[src/rtl/program_loader_pkg.sv]
// Shared constants and state encoding for the serial program loader.
package program_loader_pkg;

  localparam int INSTRUCTION_LENGTH = 13;
  localparam int INSTRUCTION_MEM    = 1000;

  typedef enum logic [2:0] {
    IDLE,
    CLEAR,
    FILL,
    SHIFT,
    DONE,
    ERROR
  } state_t;

endpackage

[src/rtl/program_loader_fifo.sv]
// Small circular word buffer (loader_fifo); push and pop may share a cycle.
module loader_fifo #(
  parameter int WIDTH = 14,
  parameter int DEPTH = 4
) (
  input  logic                           clk,
  input  logic                           reset,
  input  logic                           push,
  input  logic [WIDTH-1:0]               push_data,
  input  logic                           pop,
  output logic [WIDTH-1:0]               head,
  output logic                           full,
  output logic                           empty,
  output logic [$clog2(DEPTH+1)-1:0]     count
);

  localparam int PTR_W = (DEPTH > 1) ? $clog2(DEPTH) : 1;
  localparam int CNT_W = $clog2(DEPTH + 1);

  logic [WIDTH-1:0] mem [DEPTH];
  logic [PTR_W-1:0] rd_ptr;
  logic [PTR_W-1:0] wr_ptr;
  logic             do_push;
  logic             do_pop;

  function automatic logic [PTR_W-1:0] next_ptr(input logic [PTR_W-1:0] ptr);
    return (ptr == PTR_W'(DEPTH - 1)) ? '0 : ptr + PTR_W'(1);
  endfunction

  assign full    = (count == CNT_W'(DEPTH));
  assign empty   = (count == '0);
  assign do_push = push && !full;
  assign do_pop  = pop && !empty;
  assign head    = mem[rd_ptr];

  always_ff @(posedge clk) begin
    if (do_push) begin
      mem[wr_ptr] <= push_data;
    end
  end

  always_ff @(posedge clk) begin
    if (reset) begin
      rd_ptr <= '0;
      wr_ptr <= '0;
      count  <= '0;
    end else begin
      if (do_push) begin
        wr_ptr <= next_ptr(wr_ptr);
      end
      if (do_pop) begin
        rd_ptr <= next_ptr(rd_ptr);
      end
      if (do_push && !do_pop) begin
        count <= count + CNT_W'(1);
      end else if (do_pop && !do_push) begin
        count <= count - CNT_W'(1);
      end
    end
  end

endmodule

[src/rtl/program_loader.sv]
// Buffers host instruction words and shifts them LSB-first into a processor's
// serial load register, framing each session with a one-cycle processor reset.
module program_loader #(
  parameter int INSTRUCTION_LENGTH = program_loader_pkg::INSTRUCTION_LENGTH,
  parameter int INSTRUCTION_MEM    = program_loader_pkg::INSTRUCTION_MEM,
  parameter int FIFO_DEPTH         = 4
) (
  input  logic                          clk,
  input  logic                          reset,
  input  logic                          s_valid,
  output logic                          s_ready,
  input  logic [INSTRUCTION_LENGTH-1:0] s_data,
  input  logic                          s_last,
  output logic                          proc_reset,
  output logic                          proc_en,
  output logic                          proc_bit,
  output logic                          busy,
  output logic                          done,
  output logic                          err,
  output logic [9:0]                    words_loaded
);

  import program_loader_pkg::*;

  localparam int ENTRY_W = INSTRUCTION_LENGTH + 1;
  localparam int BIT_W   = $clog2(INSTRUCTION_LENGTH);
  localparam int ACC_W   = $clog2(INSTRUCTION_MEM + 2);
  localparam int CNT_W   = $clog2(FIFO_DEPTH + 1);
  localparam logic [BIT_W-1:0] LAST_BIT = BIT_W'(INSTRUCTION_LENGTH - 1);

  state_t                        state;
  logic [INSTRUCTION_LENGTH-1:0] shift_reg;
  logic                          shift_last;
  logic [BIT_W-1:0]              bit_idx;
  logic                          last_seen;
  logic [ACC_W-1:0]              accepted;

  logic               fifo_push;
  logic               fifo_pop;
  logic [ENTRY_W-1:0] fifo_head;
  logic               fifo_full;
  logic               fifo_empty;
  logic [CNT_W-1:0]   fifo_count;

  logic session_open;
  logic accept;
  logic overflow;
  logic fill_go;
  logic word_end;
  logic next_pop;
  logic underrun;
  logic go_error;

  loader_fifo #(
    .WIDTH (ENTRY_W),
    .DEPTH (FIFO_DEPTH)
  ) u_fifo (
    .clk       (clk),
    .reset     (reset),
    .push      (fifo_push),
    .push_data ({s_last, s_data}),
    .pop       (fifo_pop),
    .head      (fifo_head),
    .full      (fifo_full),
    .empty     (fifo_empty),
    .count     (fifo_count)
  );

  // IDLE and DONE accept the opening word of a new session regardless of the
  // previous session's last tag.
  always_comb begin
    session_open = (state == IDLE) || (state == DONE);
    s_ready      = 1'b0;
    if (!fifo_full) begin
      if (session_open) begin
        s_ready = 1'b1;
      end else if (((state == FILL) || (state == SHIFT)) && !last_seen) begin
        s_ready = 1'b1;
      end
    end
  end

  assign accept    = s_valid && s_ready;
  assign overflow  = accept && !session_open && (accepted == ACC_W'(INSTRUCTION_MEM));
  assign fill_go   = (state == FILL) &&
                     ((fifo_count >= CNT_W'(2)) || fifo_full || last_seen);
  assign word_end  = (state == SHIFT) && (bit_idx == LAST_BIT);
  assign next_pop  = word_end && !shift_last && !fifo_empty;
  assign underrun  = word_end && !shift_last && fifo_empty;
  assign go_error  = overflow || underrun;
  assign fifo_push = accept && !overflow;
  assign fifo_pop  = fill_go || next_pop;
  assign busy      = (state == CLEAR) || (state == FILL) || (state == SHIFT);

  always_ff @(posedge clk) begin
    if (reset) begin
      state        <= IDLE;
      proc_reset   <= 1'b0;
      proc_en      <= 1'b0;
      proc_bit     <= 1'b0;
      done         <= 1'b0;
      err          <= 1'b0;
      words_loaded <= '0;
      shift_reg    <= '0;
      shift_last   <= 1'b0;
      bit_idx      <= '0;
      last_seen    <= 1'b0;
      accepted     <= '0;
    end else begin
      if (accept) begin
        last_seen <= s_last;
        if (session_open) begin
          accepted     <= ACC_W'(1);
          done         <= 1'b0;
          words_loaded <= '0;
        end else begin
          accepted <= accepted + ACC_W'(1);
        end
      end

      case (state)
        IDLE, DONE: begin
          if (accept) begin
            state      <= CLEAR;
            proc_reset <= 1'b1;
          end
        end
        CLEAR: begin
          proc_reset <= 1'b0;
          state      <= FILL;
        end
        FILL: begin
          if (fill_go) begin
            state      <= SHIFT;
            proc_en    <= 1'b1;
            proc_bit   <= fifo_head[0];
            shift_reg  <= fifo_head[INSTRUCTION_LENGTH-1:0];
            shift_last <= fifo_head[INSTRUCTION_LENGTH];
            bit_idx    <= '0;
          end
        end
        SHIFT: begin
          if (!word_end) begin
            bit_idx   <= bit_idx + BIT_W'(1);
            shift_reg <= shift_reg >> 1;
            proc_bit  <= shift_reg[1];
          end else begin
            words_loaded <= words_loaded + 10'd1;
            if (shift_last) begin
              state    <= DONE;
              proc_en  <= 1'b0;
              proc_bit <= 1'b0;
              done     <= 1'b1;
            end else if (!fifo_empty) begin
              proc_bit   <= fifo_head[0];
              shift_reg  <= fifo_head[INSTRUCTION_LENGTH-1:0];
              shift_last <= fifo_head[INSTRUCTION_LENGTH];
              bit_idx    <= '0;
            end
          end
        end
        ERROR: begin
          proc_reset <= 1'b1;
          proc_en    <= 1'b0;
        end
        default: state <= IDLE;
      endcase

      // Underrun and overflow both park the processor in reset until a loader reset.
      if (go_error) begin
        state      <= ERROR;
        proc_en    <= 1'b0;
        proc_bit   <= 1'b0;
        proc_reset <= 1'b1;
        err        <= 1'b1;
      end
    end
  end

endmodule

[config.mk]
export PLATFORM = sky130hd
export DESIGN_NAME = program_loader
export DESIGN_NICKNAME = d
export VERILOG_FILES = /design/src/rtl/program_loader_pkg.sv /design/src/rtl/program_loader_fifo.sv /design/src/rtl/program_loader.sv
export SDC_FILE = /design/constraint.sdc
export NUM_CORES = 1
export LEC_CHECK = 0
export ABC_AREA = 1
export CAP_MARGIN = 10
export CORE_MARGIN = 1.5
export CORE_UTILIZATION = 50
export CTS_BUF_LIST = sky130_fd_sc_hd__clkbuf_2 sky130_fd_sc_hd__clkbuf_4 sky130_fd_sc_hd__clkbuf_8
export CTS_CLUSTER_SIZE = 25
export DETAILED_ROUTE_END_ITERATION = 16
export PLACE_DENSITY = 0.72
export SETUP_SLACK_MARGIN = 0.4
export SYNTH_ARGS = -nofsm -noshare
export SYNTH_HDL_FRONTEND = slang
export SYNTH_SLANG_ARGS = --single-unit
[constraint.sdc]
create_clock -name clk -period 2.4 [get_ports clk]
set_input_delay 0.48 -clock clk [delete_from_list [all_inputs] [get_ports clk]]
set_output_delay 0.48 -clock clk [all_outputs]
set_load 0.02 [all_outputs]
clock_nets.png
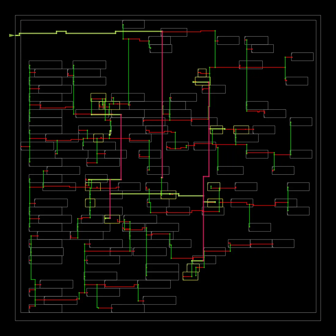
Clock Power: 1080 uW
# clk buffers: 9

pinout.png
Pins as bars across the die edge, other pins in grey.
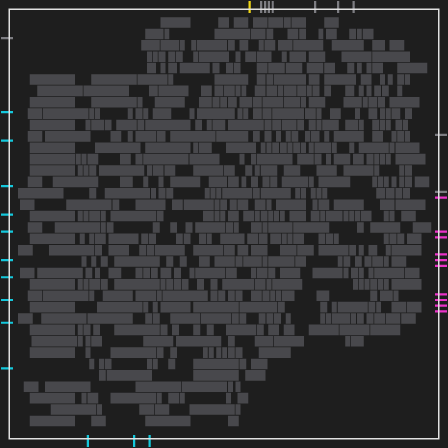
| colour | port | pins | direction | edge |
|---|---|---|---|---|
| magenta | `words_loaded` | 10 | output | east |
| cyan | `s_data` | 13 | input | 10 west, 3 south |
| yellow | `err` | 1 | output | north |
all pins by edge: 12 east, 11 west, 8 north, 3 south

clock_wires.png
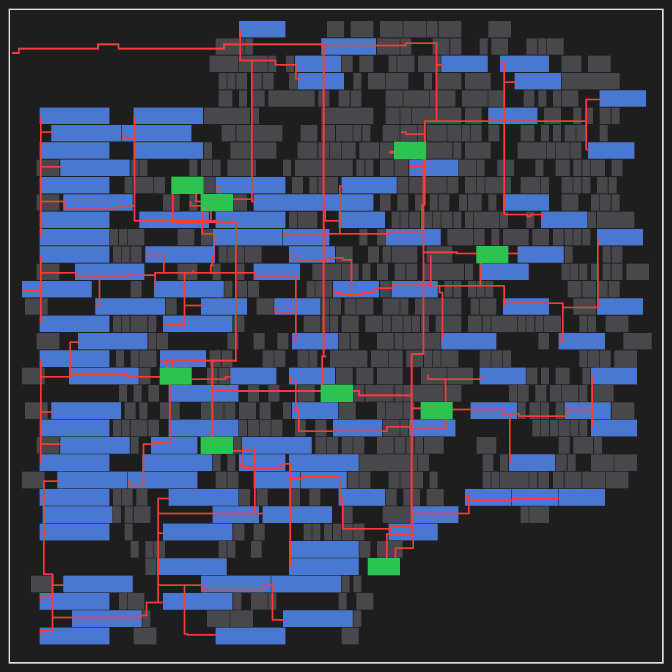
[green] clock-net drivers | count: 9
[blue] flip-flops | count: 111
[red] clock wires | length: 1240 um
flops lie: all over the die
routed clock nets: 10

m4.png
The bar under the picture is 20 um long.
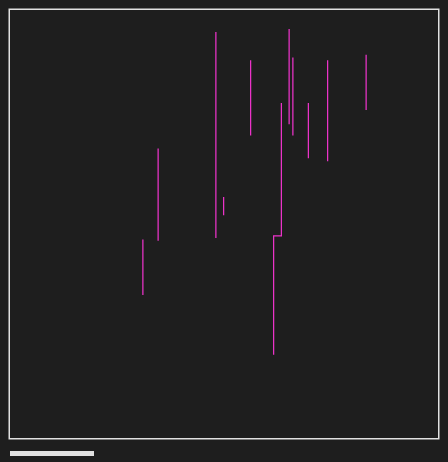
main direction: vertical
longest straight run: 49.0 um
nets with wire on the layer: 9
wire length on this layer: 258 um
share of all routed wire: 2.5%

sizing.png
The bar under the picture is 20 um long.
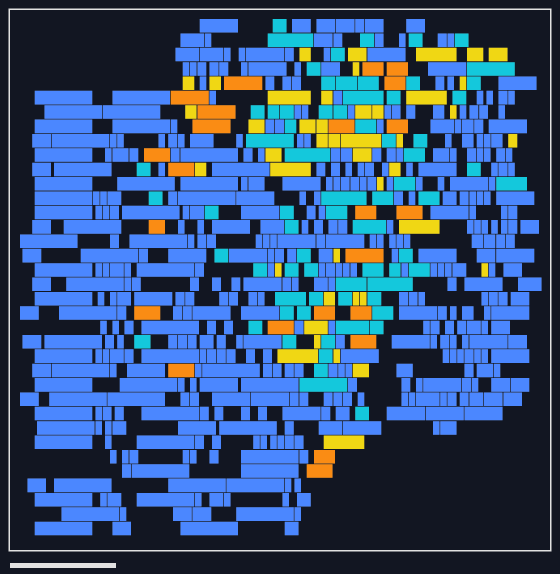
| colour | size | cells |
|---|---|---|
| orange | x6 and larger | 23 |
| blue | x1 and smaller | 469 |
| yellow | x2 | 43 |
| cyan | x3 and x4 | 69 |

==> flow_summary.yaml <==
# synthesis and place-and-route metrics
clocking:
  tritoncts: "done"
  ctsResizeCount: 27
  cts-htree-levels: 3
  clk_latency_ns: 0.39
  hold_buffers: 0
  cts_max_path_buffers: 2
  cts_inserted_buffers: 9
  root_buffer: "clkbuf_8"
die:
  initCoreUtil_pct: 50.9
  dieArea_um2: 10500
  nWellTaps: 133
  placementRows: 36
  coreArea_um2: 9680
  die_y_um: 102
sta:
  maxSlewHeadroom_pct: 69.7
  slew_violations: 0
  tightest_slew_ns: 0.452
  fin_worst_skew_ns: 0.0197
  hold_viol: 0
  fmax_ghz: 0.475
  rsz0062_at_grt: "true"
  fin_crit_sh_pct: 87.7
setup_path:
  crit_path_max_incr_delay_ns: 0.35
  r2r_cells: 15
  crit_slowest_cell: "fa_2"
  crit_required_ns: 2.69
  critPathLaunchType: "register"
  rrSetupSlack_ns: 0.30
  end_kind: "register"
  path_class: "register to register"
  startpoint: "bit_idx[1]"
  crit_buf_inv: 3
  worst-path-stages: 15
  r2r_end: "u_fifo.count[2]"
synthesis:
  synthArstFlopShare_pct: 0
  ys_top_cells_by_area: "edfxtp_1 34%, dfxtp_1 22%, nand2_1 6.5%"
  adder_share_pct: 3.20
  synthesis.instances: 527
  avgSynthCellArea_um2: 9.35
  ff_type: "edfxtp_1"
  synth_top_cell_by_area: "edfxtp_1"
  syn_nets: 556
  ys_area_um2: 4930
  ys_cells: 527
  ys_sh_mux_pct: 0
  top_area_share_pct: 34.1
finish:
  n_all_inverters: 62
  antenna_cells: 0
  logic_gate_count: 337
  fillers: 780
  clkCellAreaFrac_pct: 3.05
  syn_to_final_growth_pct: 24.0
  design.seq.count: 111
detailed_routing:
  via_per_inst: 5.24
  wl_met1_mm: 4.48
  dr.first_iter.drc_count: 177
  vias: 3860
placed_design:
  numPortBuffers: 33
flow_run:
  cap_violations: 0
global_routing:
  grt_use_met1_pct: 25.2
  met3_usage_pct: 4.51
  top_usage_layer: "met2"
  grt_overflow_total: 0
  grt_pass1_vias: 3666
power_and_ir_drop:
  pwr-share-seq_pct: 42.4
  powerDensity_nw_per_um2: 982
  p_leak_uw: 0.00240
hold_path:
  holdPathEnd: "proc_reset"
outcome:
  outcome: "complete, no violations"
## per-stage QoR
step	std cells	hold WS [ns]	cell area, um2	setup WS (ns)	power (uW)
finish	737	0.475	6110	0.295	6010
global route	737	0.497	6110	0.197	6380
CTS	726	0.481	5920	0.332	5780
detailed placement	690	0.465	5550	0.0262	4570
global placement	690	0.452	5550	0.0896	4480
floorplan	527	0.444	4980	0.270	3950
## worst reg2reg max path, cell delays in order (launching register included)
cell and delay (ns):
dfxtp_2 0.34, inv_2 0.08, ha_4 0.14, nand3_4 0.11, nor2_8 0.12, o21ai_4 0.07, nand2_2 0.10, nor3_4 0.05
inv_2 0.08, ha_4 0.14, inv_4 0.03, fa_2 0.35, a21oi_2 0.16, o21ai_2 0.07, o21ai_1 0.12, a21oi_1 0.05
Power is estimated from default activity; no workload was simulated.
